## config.mk

```make
export PLATFORM = sky130hd
export DESIGN_NAME = crc32_comb
export DESIGN_NICKNAME = d
export VERILOG_FILES = /design/src/rtl/crc_pkg.sv /design/src/rtl/crc32_comb_byte_step.sv /design/src/rtl/crc32_comb.sv
export SDC_FILE = /design/constraint.sdc
export NUM_CORES = 1
export LEC_CHECK = 0
export ABC_AREA = 1
export CAP_MARGIN = 10
export CORE_MARGIN = 3
export CORE_UTILIZATION = 55
export CTS_BUF_LIST = sky130_fd_sc_hd__clkbuf_4
export CTS_CLUSTER_DIAMETER = 40
export CTS_CLUSTER_SIZE = 24
export DETAILED_ROUTE_END_ITERATION = 7
export DONT_BUFFER_PORTS = 1
export PLACE_DENSITY = 0.67
export SYNTH_ARGS = -nofsm -noshare
export SYNTH_HDL_FRONTEND = slang
export SYNTH_HIERARCHICAL = 1
export SYNTH_SLANG_ARGS = --single-unit
```

## constraint.sdc

```tcl
create_clock -name clk -period 1.5 [get_ports clk]
set_input_delay 0.225 -clock clk [delete_from_list [all_inputs] [get_ports clk]]
set_output_delay 0.225 -clock clk [all_outputs]
set_load 0.005 [all_outputs]
```

## src/rtl/crc_pkg.sv

```systemverilog
// Shared Ethernet CRC-32 constants and the reflected byte-update function.
// The framing blocks (decapsulation check, encapsulation FCS generation)
// import this package so both sides use the same update function.
package crc_pkg;

    localparam logic [31:0] CRC32_POLY_REFL = 32'hEDB88320;
    localparam logic [31:0] CRC32_INIT      = 32'hFFFFFFFF;
    localparam logic [31:0] CRC32_RESIDUE   = 32'hDEBB20E3;

    // Absorb one octet, LSB first, into a reflected CRC-32 remainder.
    function automatic logic [31:0] crc32_next_byte(input logic [31:0] crc,
                                                    input logic [7:0]  d);
        logic [31:0] c;
        c = crc ^ {24'h0, d};
        for (int i = 0; i < 8; i++) begin
            c = c[0] ? ((c >> 1) ^ CRC32_POLY_REFL) : (c >> 1);
        end
        return c;
    endfunction

endpackage

```

## src/rtl/crc32_comb_byte_step.sv

```systemverilog
// Combinational single-octet CRC-32 update step.
module crc32_byte_step
    import crc_pkg::*;
(
    input  logic [31:0] crc_in,
    input  logic [7:0]  data,
    output logic [31:0] crc_out
);

    // Eight unrolled LSB-first shift/XOR steps of the reflected polynomial.
    always_comb begin
        crc_out = crc32_next_byte(crc_in, data);
    end

endmodule

```

## src/rtl/crc32_comb.sv

```systemverilog
// Byte-wide Ethernet CRC-32 engine. Holds a running reflected remainder and
// presents the finished FCS in receiver assembly order (first wire octet in
// result[31:24]) so a frame check is a plain 32-bit compare.
module crc32_comb
    import crc_pkg::*;
(
    input  logic        clk,
    input  logic        rst,
    input  logic        updatecrc,
    input  logic [7:0]  data,
    output logic [31:0] result,
    output logic [7:0]  crc_lsb
);

    logic [31:0] crc_q;
    logic [31:0] crc_d;
    logic [31:0] crc_step;
    logic [31:0] fcs;

    crc32_byte_step u_step (
        .crc_in  (crc_q),
        .data    (data),
        .crc_out (crc_step)
    );

    // Next remainder: absorb the octet when enabled, otherwise hold.
    always_comb begin
        crc_d = crc_q;
        if (updatecrc) begin
            crc_d = crc_step;
        end
    end

    // Remainder register; reset wins over an update in the same cycle.
    always_ff @(posedge clk) begin
        if (rst) begin
            crc_q <= CRC32_INIT;
        end else begin
            crc_q <= crc_d;
        end
    end

    // Outputs depend only on the registered remainder; low FCS byte goes
    // out first on the wire, so it lands in the top byte of result.
    always_comb begin
        fcs     = ~crc_q;
        result  = {fcs[7:0], fcs[15:8], fcs[23:16], fcs[31:24]};
        crc_lsb = fcs[7:0];
    end

endmodule

```

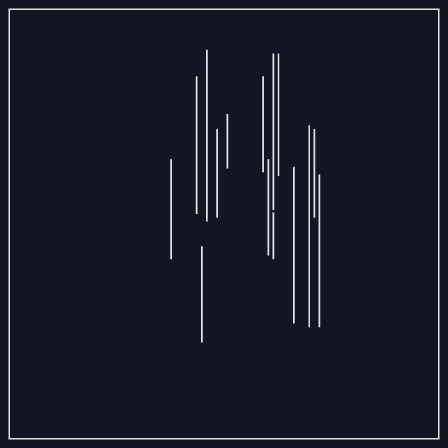
Fig. 1. Met4 routing (run 1).
The longest straight run is 36.0 um. The layer carries 314 um of wire. The wires run mostly vertical. 14 nets have wire on it.

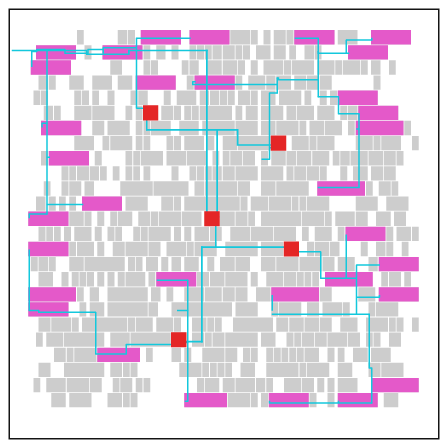
Fig. 2. Clock wires, drivers and flops (run 1).
cells driving clock nets: in red, count 5. flip-flops: in magenta, count 32. clock wires: in cyan, length 523 um.
There are 6 routed clock nets. Position of the flops: all over the die.

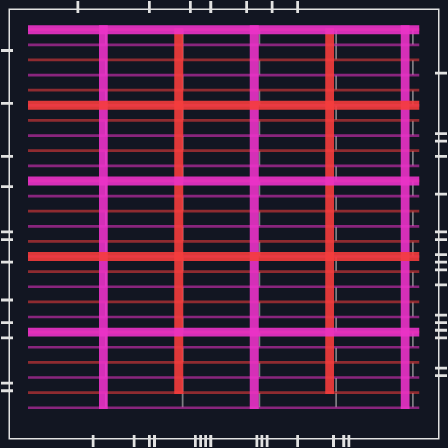
Fig. 3. PDN straps and rails (run 1).
Pins as bars on the die edge. Tap cells in gray.
VSS: in magenta. VDD: in red.
67 tap cells. 26 met1 rails follow the rows. The core has 25 rows. 5 straps on met5.

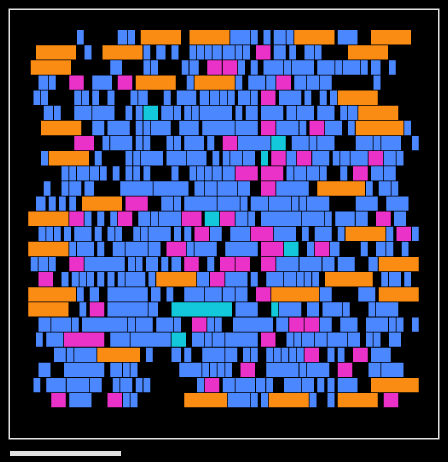
Fig. 4. Placed cells, one color a class (run 1).
Scale bar: 20 um.
clock drivers and dummy loads: in cyan, cells 8, share of their area 2.1%. flops: in orange, cells 32, share of their area 18%. all other logic: in blue, cells 389, share of their area 68%. other buffers and delay cells: in magenta, cells 52, share of their area 12%.

==> flow_summary.ini, run 1 <==
; yosys + openroad results
[status]
outcome = finished, violations left
violations = negative setup slack

[hold_path]
min_from = updatecrc
min_to = crc_q[18]
hold_class = in -> reg

[logic_synthesis]
yosys_warnings = 6
avgSynthCellArea_um2 = 6.34
aoi_share_pct = 0
ys_seq_share_pct = 23.1
area_leaders = nand2_1 24%, dfxtp_1 23%, inv_1 9.2%
edf_count = 0
mux_share_pct = 0
netlist_instances = 437
synth_top_cell_by_area = nand2_1

[finish]
seq_area_um2 = 666
logic_area_um2 = 2130
fillers = 376
nMultiInputCombCells = 314
layout.cells.most_common = nand2_1
n_all_buffers = 52
post-route-cell-area_um2 = 3700
area_dominant_class = multi-input combinational cells
area_growth_pct = 33.4

[place]
place.gp.congestion = 0.899
place.port_buffers = 0
hpwl_um = 4970
place_inst = 515

[routing]
detailedRoute.firstIterationViolations = 242
top_layer_used = met4
drt-vias-per-instance = 5.28
wl_met2_um = 4120
drc = 0
wl_met3_um = 586
vias = 2895

[power_and_ir_drop]
clkPwrFrac_pct = 15.7
comb_power_share_pct = 58.3
comb_power_mw = 2.52
seq_power_share_pct = 26.0
irDropWorstVdd_mv = 0.754
internal_power_mw = 2.35

[final_timing]
setup_ws_ns = -0.00928
setup_viol = 1
slew_violations = 0
finalSetupTns_ns = -0.00928
period_used_pct = 101

[global_route]
gr-total-overflow = 0
gr-usage-all-layers_pct = 25.2
grt_max_degree = 33
grt_pass1_wl_um = 11900

[critical_path]
crit_cells = 12
critPathArrivalTime_ns = 1.75
crit_path_end = crc_q[4]
critPathMaxStageDelay_ns = 0.40
worstPathMaxFanout = 7
crit_family = simple AND/OR/NAND/NOR gates
crit_chain = inv_4 > nand2_2 > nand2_4 > nand2_4 > nand2_8 > buf_6 > xnor2_2 > inv_1 > nand2_1 > nand2_1 > nand2_1 > nand3_2

[clocking]
root_buffer = clkbuf_4
post_cts_resized = 8
worstSkewPairLatency_ns = 0.35
post_cts_buffers = 1
cts-buffers-inserted = 5
htreeDepth = 2

[floorplan]
chipArea_um2 = 5930
fp.dieW_um = 77.0

[run]
maxCapViolCount = 0
Fig. 5: run 1, routing congestion
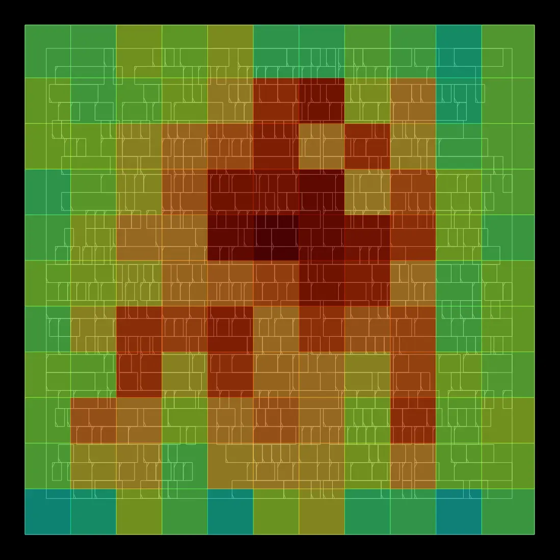

==> run 1 -> run 2 <==
--- a/config.mk
+++ b/config.mk
@@ -7,6 +7,7 @@
 export LEC_CHECK = 0
 export ABC_AREA = 1
 export CAP_MARGIN = 10
+export CORE_ASPECT_RATIO = 0.6
 export CORE_MARGIN = 3
 export CORE_UTILIZATION = 55
 export CTS_BUF_LIST = sky130_fd_sc_hd__clkbuf_4
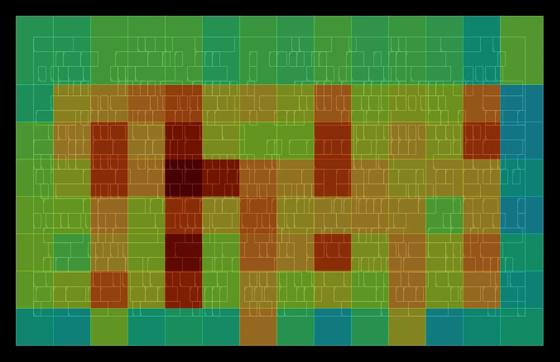
Fig. 6. Routing congestion (run 2).
GRT busiest layer: met2
grt met3 use: 5.51%
GRT Util Overall: 25.0%

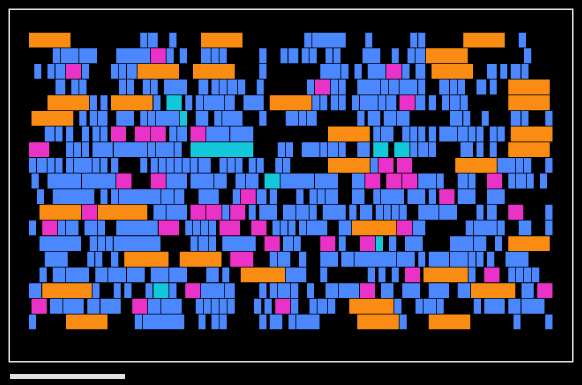
Fig. 7. Placed cells, one color a class (run 2).
Scale bar: 20 um.
flops: in orange, cells 32, share of their area 20%. other buffers and delay cells: in magenta, cells 42, share of their area 10%. clock drivers and dummy loads: in cyan, cells 8, share of their area 2.3%. all other logic: in blue, cells 388, share of their area 67%.

==> run 2 against run 1 <==
Effect of this change: sequential power barely moved; final cell count down 2.7%; clock-buffer cell count unchanged; the flow finishes with violations (negative hold slack); setup slack improved by 0.015 ns.
==> flow_summary.ini, run 2 <==
; yosys + openroad results
[floorplan]
chipArea_um2 = 5950
fp.dieW_um = 97.6
die_y_um = 61.0

[power_and_ir_drop]
switching_share_pct = 44.1
irDropWorstVdd_mv = 0.670
internal_power_mw = 2.19
clkPwrFrac_pct = 17.3
comb_power_mw = 2.12
comb_power_share_pct = 54.1
seq_power_share_pct = 28.6

[finish]
nMultiInputCombCells = 313
seq_area_um2 = 656
post-route-cell-area_um2 = 3330
area_growth_pct = 20.0
logic_area_um2 = 1890
comb_share_pct = 56.8
area_dominant_class = multi-input combinational cells
n_all_buffers = 42
fillers = 418
layout.cells.most_common = nand2_1

[clocking]
clockBufferDepth = 2
clk_pin_slew_worst_paths_ns = 0.12
htreeDepth = 2
worstSkewPairLatency_ns = 0.35
post_cts_buffers = 0
cts-buffers-inserted = 5
root_buffer = clkbuf_4
post_cts_resized = 7

[logic_synthesis]
ys_seq_share_pct = 23.1
edf_count = 0
netlist_instances = 437
aoi_share_pct = 0
avgSynthCellArea_um2 = 6.34
yosys_warnings = 6
synth_top_cell_by_area = nand2_1
area_leaders = nand2_1 24%, dfxtp_1 23%, inv_1 9.2%
mux_share_pct = 0

[final_timing]
slew_violations = 0
hold_viol = 1
finalSetupTns_ns = 0
setup_ws_ns = 0.00554
period_used_pct = 99.6
whs_ns = -0.00175
setup_viol = 0

[global_route]
gr-total-overflow = 0
grt_max_degree = 34
grt_pass1_wl_um = 11500
first_global_vias = 2313

[routing]
wl_met3_um = 541
wl_met2_um = 3180
drc = 0
detailedRoute.firstIterationViolations = 148
drt-vias-per-instance = 4.95
vias = 2640
top_layer_used = met4

[hold_path]
min_to = crc_q[17]
hold_class = in -> reg
min_from = updatecrc

[critical_path]
crit_cells = 10
critPathArrivalTime_ns = 1.72
crit_family = simple AND/OR/NAND/NOR gates
worstPathMaxFanout = 7
crit_path_end = crc_q[8]
crit_chain = inv_1 > nand2_1 > nand2_2 > inv_2 > nand2_2 > nand2_8 > buf_6 > xnor3_1 > nand2_1 > nand3_2
critPathMaxStageDelay_ns = 0.37

[status]
outcome = finished, violations left
violations = negative hold slack

[place]
place_area_um2 = 2910
place.gp.congestion = 0.939
place_inst = 510
hpwl_um = 5370
place.port_buffers = 0

[run]
maxCapViolCount = 0
Fig. 8: run 2, clock wires, drivers and flops
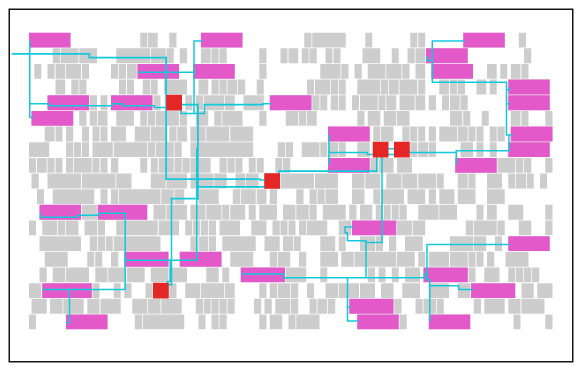

==> run 2 -> run 3 <==
--- a/config.mk
+++ b/config.mk
@@ -6,7 +6,6 @@
 export NUM_CORES = 1
 export LEC_CHECK = 0
 export ABC_AREA = 1
-export CAP_MARGIN = 10
 export CORE_ASPECT_RATIO = 0.6
 export CORE_MARGIN = 3
 export CORE_UTILIZATION = 55
@@ -20,3 +19,4 @@
 export SYNTH_HDL_FRONTEND = slang
 export SYNTH_HIERARCHICAL = 1
 export SYNTH_SLANG_ARGS = --single-unit
+export TNS_END_PERCENT = 10
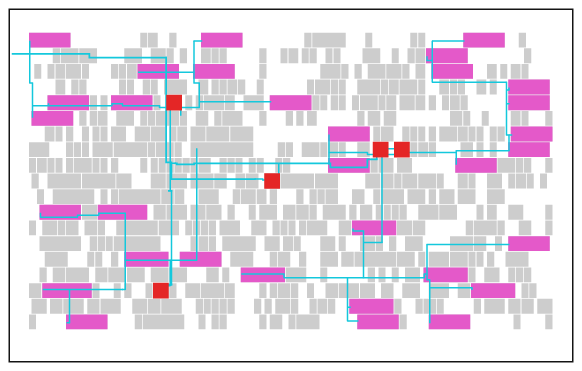
Fig. 9. Clock wires, drivers and flops (run 3).
clock wires: in cyan, length 504 um. cells driving clock nets: in red, count 5. flip-flops: in magenta, count 32.
There are 6 routed clock nets.

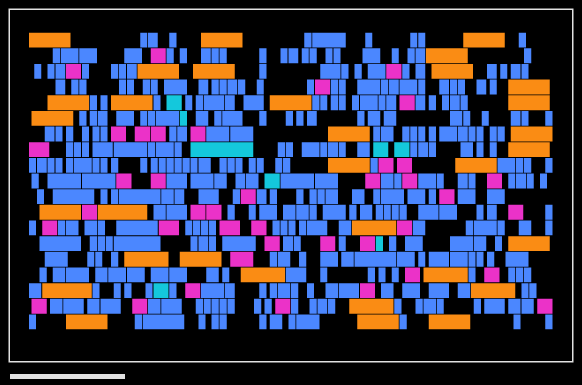
Fig. 10. Placed cells, one color a class (run 3).
Scale bar: 20 um.
other buffers and delay cells: in magenta, cells 40, share of their area 9.7%. all other logic: in blue, cells 388, share of their area 68%. clock drivers and dummy loads: in cyan, cells 8, share of their area 2.3%. flops: in orange, cells 32, share of their area 20%.

==> run 3 against run 2 <==
Effect of this change: the flow now finishes without violations; sequential power about the same; critical path type unchanged; register-to-register slack about the same; setup slack got worse by 0.0015 ns; area after synthesis unchanged; maximum frequency decreased by 0.10%; sequential share of layout area increased by 0.21 points; cell area decreased by 1.1%; global-route usage increased by 0.050 points; critical endpoint unchanged; worst hold slack improved by 0.017 ns; clock-buffer cell count unchanged; highest routed layer unchanged; clock power decreased by 0.9%; total power decreased by 0.85%.
==> flow_summary.ini, run 3 <==
; yosys + openroad results
[status]
outcome = completed

[finish]
nMultiInputCombCells = 313
seq_area_um2 = 656
fillers = 421
comb_share_pct = 56.8
n_all_buffers = 40
logic_area_um2 = 1870
area_growth_pct = 18.8
post-route-cell-area_um2 = 3290
layout.cells.most_common = nand2_1
area_dominant_class = multi-input combinational cells

[global_route]
busiest_layer = met2
gr-total-overflow = 0
first_global_vias = 2314
gr-usage-all-layers_pct = 25.0
grtUsageMet3_pct = 5.51
grt_max_degree = 34
grt_pass1_wl_um = 11500

[clocking]
root_buffer = clkbuf_4
clockBufferDepth = 2
worstSkewPairLatency_ns = 0.34
cts-buffers-inserted = 5
clk_pin_slew_worst_paths_ns = 0.11
htreeDepth = 2
post_cts_buffers = 0

[power_and_ir_drop]
seq_power_share_pct = 28.8
comb_power_share_pct = 53.9
clkPwrFrac_pct = 17.3
switching_share_pct = 44.1
internal_power_mw = 2.17
comb_power_mw = 2.09

[place]
place_area_um2 = 2910
hpwl_um = 5370

[final_timing]
setup_viol = 0
setup_ws_ns = 0.00403
period_used_pct = 99.7
hold_viol = 0

[run]
maxCapViolCount = 0

[routing]
wl_met2_um = 3170
detailedRoute.firstIterationViolations = 172
drc = 0
drt-vias-per-instance = 5.03
vias = 2673
top_layer_used = met4

[floorplan]
die_y_um = 61.0
chipArea_um2 = 5950
fp.dieW_um = 97.6

[logic_synthesis]
mux_share_pct = 0
yosys_warnings = 6
ys_seq_share_pct = 23.1
synth_top_cell_by_area = nand2_1
edf_count = 0
netlist_instances = 437
aoi_share_pct = 0

[hold_path]
min_from = updatecrc
hold_class = in -> reg
min_to = crc_q[22]

[critical_path]
critPathMaxStageDelay_ns = 0.37
crit_chain = inv_1 > nand2_1 > nand2_2 > inv_2 > nand2_2 > nand2_8 > buf_6 > xnor3_1 > nand2_1 > nand3_2
crit_family = simple AND/OR/NAND/NOR gates
worstPathMaxFanout = 7
Power figures rest on the tool's default switching activity, not on a simulated workload.
